==> config.mk <==
export PLATFORM = sky130hd
export DESIGN_NAME = regfile_wb_ctrl
export DESIGN_NICKNAME = d
export VERILOG_FILES = /design/src/rtl/regfile_wb_ctrl_pkg.sv /design/src/rtl/regfile_wb_ctrl_wb_fifo.sv /design/src/rtl/regfile_wb_ctrl.sv
export SDC_FILE = /design/constraint.sdc
export NUM_CORES = 1
export LEC_CHECK = 0
export CAP_MARGIN = 25
export CORE_MARGIN = 4
export CORE_UTILIZATION = 59
export DETAILED_ROUTE_END_ITERATION = 7
export HOLD_SLACK_MARGIN = 0.12
export PLACE_DENSITY = 0.85
export SYNTH_ARGS = -nofsm -noshare
export SYNTH_HDL_FRONTEND = slang
export SYNTH_SLANG_ARGS = --single-unit
==> constraint.sdc <==
create_clock -name clk -period 5.05 [get_ports clk]
set_clock_uncertainty 0.05 [all_clocks]
set_input_delay 1.01 -clock clk [delete_from_list [all_inputs] [get_ports clk]]
set_output_delay 1.01 -clock clk [all_outputs]
set_load 0.02 [all_outputs]
==> run_1/final_clocks.png <==
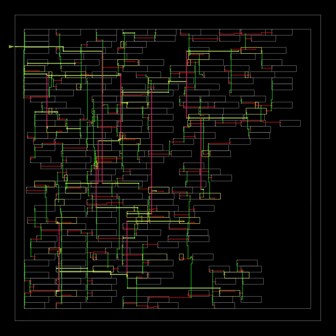
power in the clock group: 1.72 mW
CLK BUF: 33

==> run_1/met3.png <==
Drawn at 2 px/um.
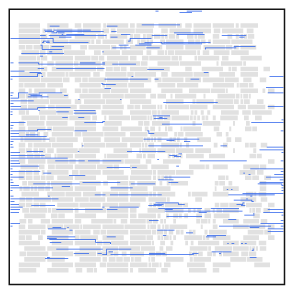
- share of all routed wire: 7.6%
- nets with wire on the layer: 180
via total after detailed routing: 6,594
detailed-route wire length: 27.1 mm

==> run_1/pdn.png <==
Drawn at 3 px/um. Pins as bars on the die edge. Tap cells in gray.
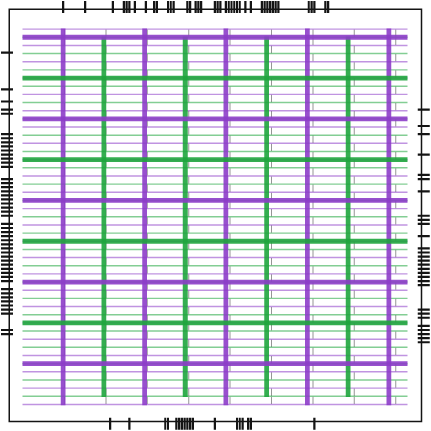
- VSS: purple
- VDD: green
- met5 straps: 9
- met1 rails: 47
- signal pins: 136
- rows: 46
die span in y: 137 um
Core Area: 16,100 um^2
worst vdd rail ir drop: 459 uV

==> run_1/metal_stack.png <==
Drawn at 3 px/um.
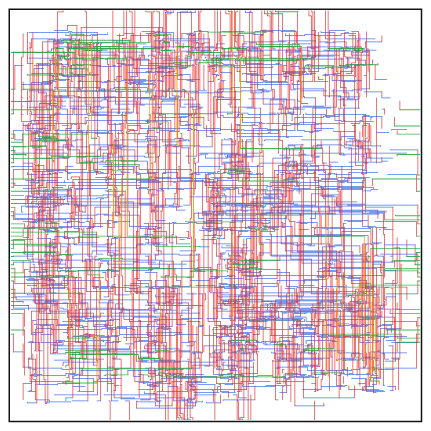
- met3: green (wire length 2,050 um)
- met4: orange (wire length 903 um)
- met1: blue (wire length 10,300 um)
- met2: red (wire length 13,800 um)
total track usage: 29.1%
detail-routed net length per standard cell: 27.5 um

==> changes_impl.md <==
### Implementation results

- Yosys xor share: 0.536%
- Layout cells sized above 1: 20.5%
- Most heavily used metal layer in global routing: met2
- Horiz. Die Dim: 137 um
- Worst setup timing slack at the placement stage: 0.303 ns
- Min Tclk post-route: 4.72 ns
- AND-OR/OR-AND Cells, Area Fraction: 10.2%
- Number of buffers created by CTS: 24
- Setup repair after global routing missed its margin: false
- Vias in the first global route: 6,850
- Final setup violation count: 0
- Cell with the most instances after synthesis: sky130_fd_sc_hd__edfxtp_1
- Number of enable flip-flop cells: 148
- Slack of the worst reg-to-reg path: 1.73 ns
- Area fraction in full adders, half adders and majority gates: 0.842%
- Max Freq: 0.212 GHz
- Post-synthesis instance total: 614
- Syn Nets: 714
- Remaining global-route overflow: 0
- Synth mux share: 15.0%
- Commonest cells post-synth: 148 x sky130_fd_sc_hd__edfxtp_1, 77 x sky130_fd_sc_hd__dfrtp_1, 63 x sky130_fd_sc_hd__mux4_2
- First-pass GRT wire length: 40.9 mm
- Yosys stat cell total: 614
- Worst-path cell chain: clkdlybuf4s50_1 > mux4_2 > mux4_2 > mux2_2 > clkdlybuf4s50_1
- Clock insertion delay at the later pin of the skew report: 0.52 ns
- Total leakage power: 4.32 nW
- Clock network fraction of total power: 24.2%
- Net Switching: 2.40 mW
- Die area: 18,700 um^2
- Simple-Gate Fraction of Synth Area: 6.03%
- Number of max-cap violations: 0
- Fraction of power spent switching nets: 33.8%
- Total of fill cells in the finished design: 853
- Floorplan row count: 46
- Depth of the worst register-to-register path: 7
- Main area contributors: sky130_fd_sc_hd__edfxtp_1 45%, sky130_fd_sc_hd__dfrtp_1 20%, sky130_fd_sc_hd__mux4_2 14%
- Tool Warnings: 29
- Global placement routability congestion: 0.992
- Register area: 6370 um^2
- Clock transition time at the flip-flop clock pins of the worst setup and hold paths: 0.06 ns
- Met2 GRT Util: 48.5%
- Maximum single-stage delay on the critical path: 0.79 ns
- Worst hold path stage count: 0
- Total clock sinks: 225
- Hold violation count in the final report: 0
- Area share, top type: 45.3%
- GRT met1 Usage: 39.7%
- Areal power density over the cells: 580 nW/um^2
- CTS tree: yes
- Cell area reported after detailed placement: 11,400 um^2
- # Post-CTS Setup Buffers: 0
- Summed instance area of the synthesized netlist: 9810 um^2
- Class of the worst hold path: reg2reg
- Fin nets: 853
- Diode count: 0
- Number of warnings reported in the yosys synthesis log: 0
- Area Growth Syn to Fin: 25.0%
- Initial detailed-routing violation count: 756
- Part of the cycle the worst path needs: 93.5%
- Synthesized registers: 225
- CTS root buf: sky130_fd_sc_hd__clkbuf_16
- Detail-routed via count per cell: 6.68
- Status: finished clean
- Gate Area: 3220 um^2
- Number of iterations in the first detailed-routing pass: 5
- Maximum level of the CTS H-tree: 1
- Maximum number of pins on one net before global-route repair: 52
- Portion of total power attributed to sequential cells: 42.2%
- Worst Path Arrival: 3.66 ns
- Slowest CP cell: sky130_fd_sc_hd__clkdlybuf4s50_1
- Part of the total power dissipated in combinational logic: 33.6%
- Power, Total: 7.11 mW
- Dominant cell type by area after synthesis: sky130_fd_sc_hd__edfxtp_1
- Fraction of the core area occupied by cells at floorplan: 61.1%
- CTS hold repair buffers: 0
- Startpoint type of the worst setup path: input pin
- I/O pin total: 136
- Max Transition Viols Final: 0
- Cell-internal power: 4.71 mW
- Max FFs per register: 148
- Slew margin rel.: 32.7%
- Summed area of non-filler cells in the final layout: 12,300 um^2
- Most used flip-flop cell after synthesis: sky130_fd_sc_hd__edfxtp_1
- Async set or reset register ratio after synthesis: 34.2%
- Worst endpoint required time: 3.99 ns
- DRC errors left: 0
- Dpl hpwl: 17.1 mm
- Antenna violations before repair: 0
- Total cell area reported by yosys after synthesis: 9810 um^2
- IO Port Bufs: 135
- Antenna Nets Post-Route: 0
- Transition at the pin with the smallest max-transition slack: 1.01 ns
- Worst-path maximum fanout: 9
- Avg Synthesized Cell Area: 16.0 um^2
- Min setup slack post-route: 0.328 ns
- Met3 usage: 4.63%
- Register share after synthesis: 65.0%
- Final-layout setup total negative slack: 0 ns
- Number of distinct library cell variants in the gate-level netlist after synthesis: 51
- Largest non-sequential cell family by area: multiplexers
- Post-cts sizing count: 0
- Worst Path Class, Setup: in2out
- Critical Path Sink Type: output port
- Clock buffer depth: 3
run 1: logic make-up (layout without fill, tap and decap cells):
logic type / Yosys count / after routing
XOR/XNOR: 6 / 6
AND/OR/NAND/NOR: 103 / 103
adder cells (fa/ha/maj): 6 / 6
multiplexers: 68 / 68
flip-flops: 225 / 225
buffers and inverters: 53 / 210
AND-OR/OR-AND: 153 / 153
run 1: worst max-delay path: cells and delay by family:
| family | cells | cell delay [ns] |
|---|---|---|
| buffers and inverters | 2 | 1.33 |
| muxes | 3 | 1.32 |
run 1: metrics by stage:
step / hold WS (ns) / utilization, % / instances
6_report: 0.343 / 76.4 / 987
5_1_grt: 0.353 / 76.4 / 987
4_1_cts: 0.351 / 75.6 / 981
3_5_place_dp: 0.337 / 70.7 / 937
3_3_place_gp: 0.358 / 70.6 / 936
2_1_floorplan: 0.375 / - / 614
run 1: power by group through the flow:
| stage | clock [mW] | sequential, mW | combinational (mW) |
|---|---|---|---|
| 3_3_place_gp | 0 | 2.98 | 2.22 |
| 2_1_floorplan | 0 | 2.93 | 1.41 |
| 3_5_place_dp | 0 | 3.01 | 2.30 |
| 6_report | 1.72 | 3.00 | 2.39 |
| 5_1_grt | 1.83 | 3.05 | 2.54 |
| 4_1_cts | 1.74 | 3.00 | 2.34 |
run 1: routing by layer:
metal | vias up | wire length (um)
met4 | 0 | 903
met5 | - | 0
met1 | 3384 | 10300
met2 | 391 | 13800
li1 | 2747 | -
met3 | 72 | 2050
run 1: final cells by class:
class / count / share of cell area [%]
tap: 216 / 2.20
inverter: 15 / 0.469
clock inverter: 11 / 0.990
sequential: 225 / 52.0
clock buffer: 33 / 5.34
multi-input combinational: 336 / 26.3
timing repair buffer: 151 / 12.7
run 1: layout by cell type (no fill, tap or decap), drive strengths merged, types with 4 or more instances in the layout:
cell type | synthesis | routed
nor2 | 7 | 7
clkdlybuf4s50 | 0 | 134
nand2 | 18 | 18
nand3 | 7 | 7
a22oi | 34 | 34
o211ai | 5 | 5
nor2b | 4 | 4
mux2 | 4 | 4
xnor2 | 4 | 4
mux4 | 63 | 63
inv | 15 | 15
o21ai | 65 | 65
dfrtp | 77 | 77
a21oi | 33 | 33
clkbuf | 26 | 33
and3b | 4 | 4
ha | 5 | 5
o31ai | 6 | 6
clkinv | 0 | 9
and3 | 8 | 8
edfxtp | 148 | 148
nor3 | 36 | 36
buf | 12 | 17
No activity file was given, so power comes from the tool's default toggle rates.
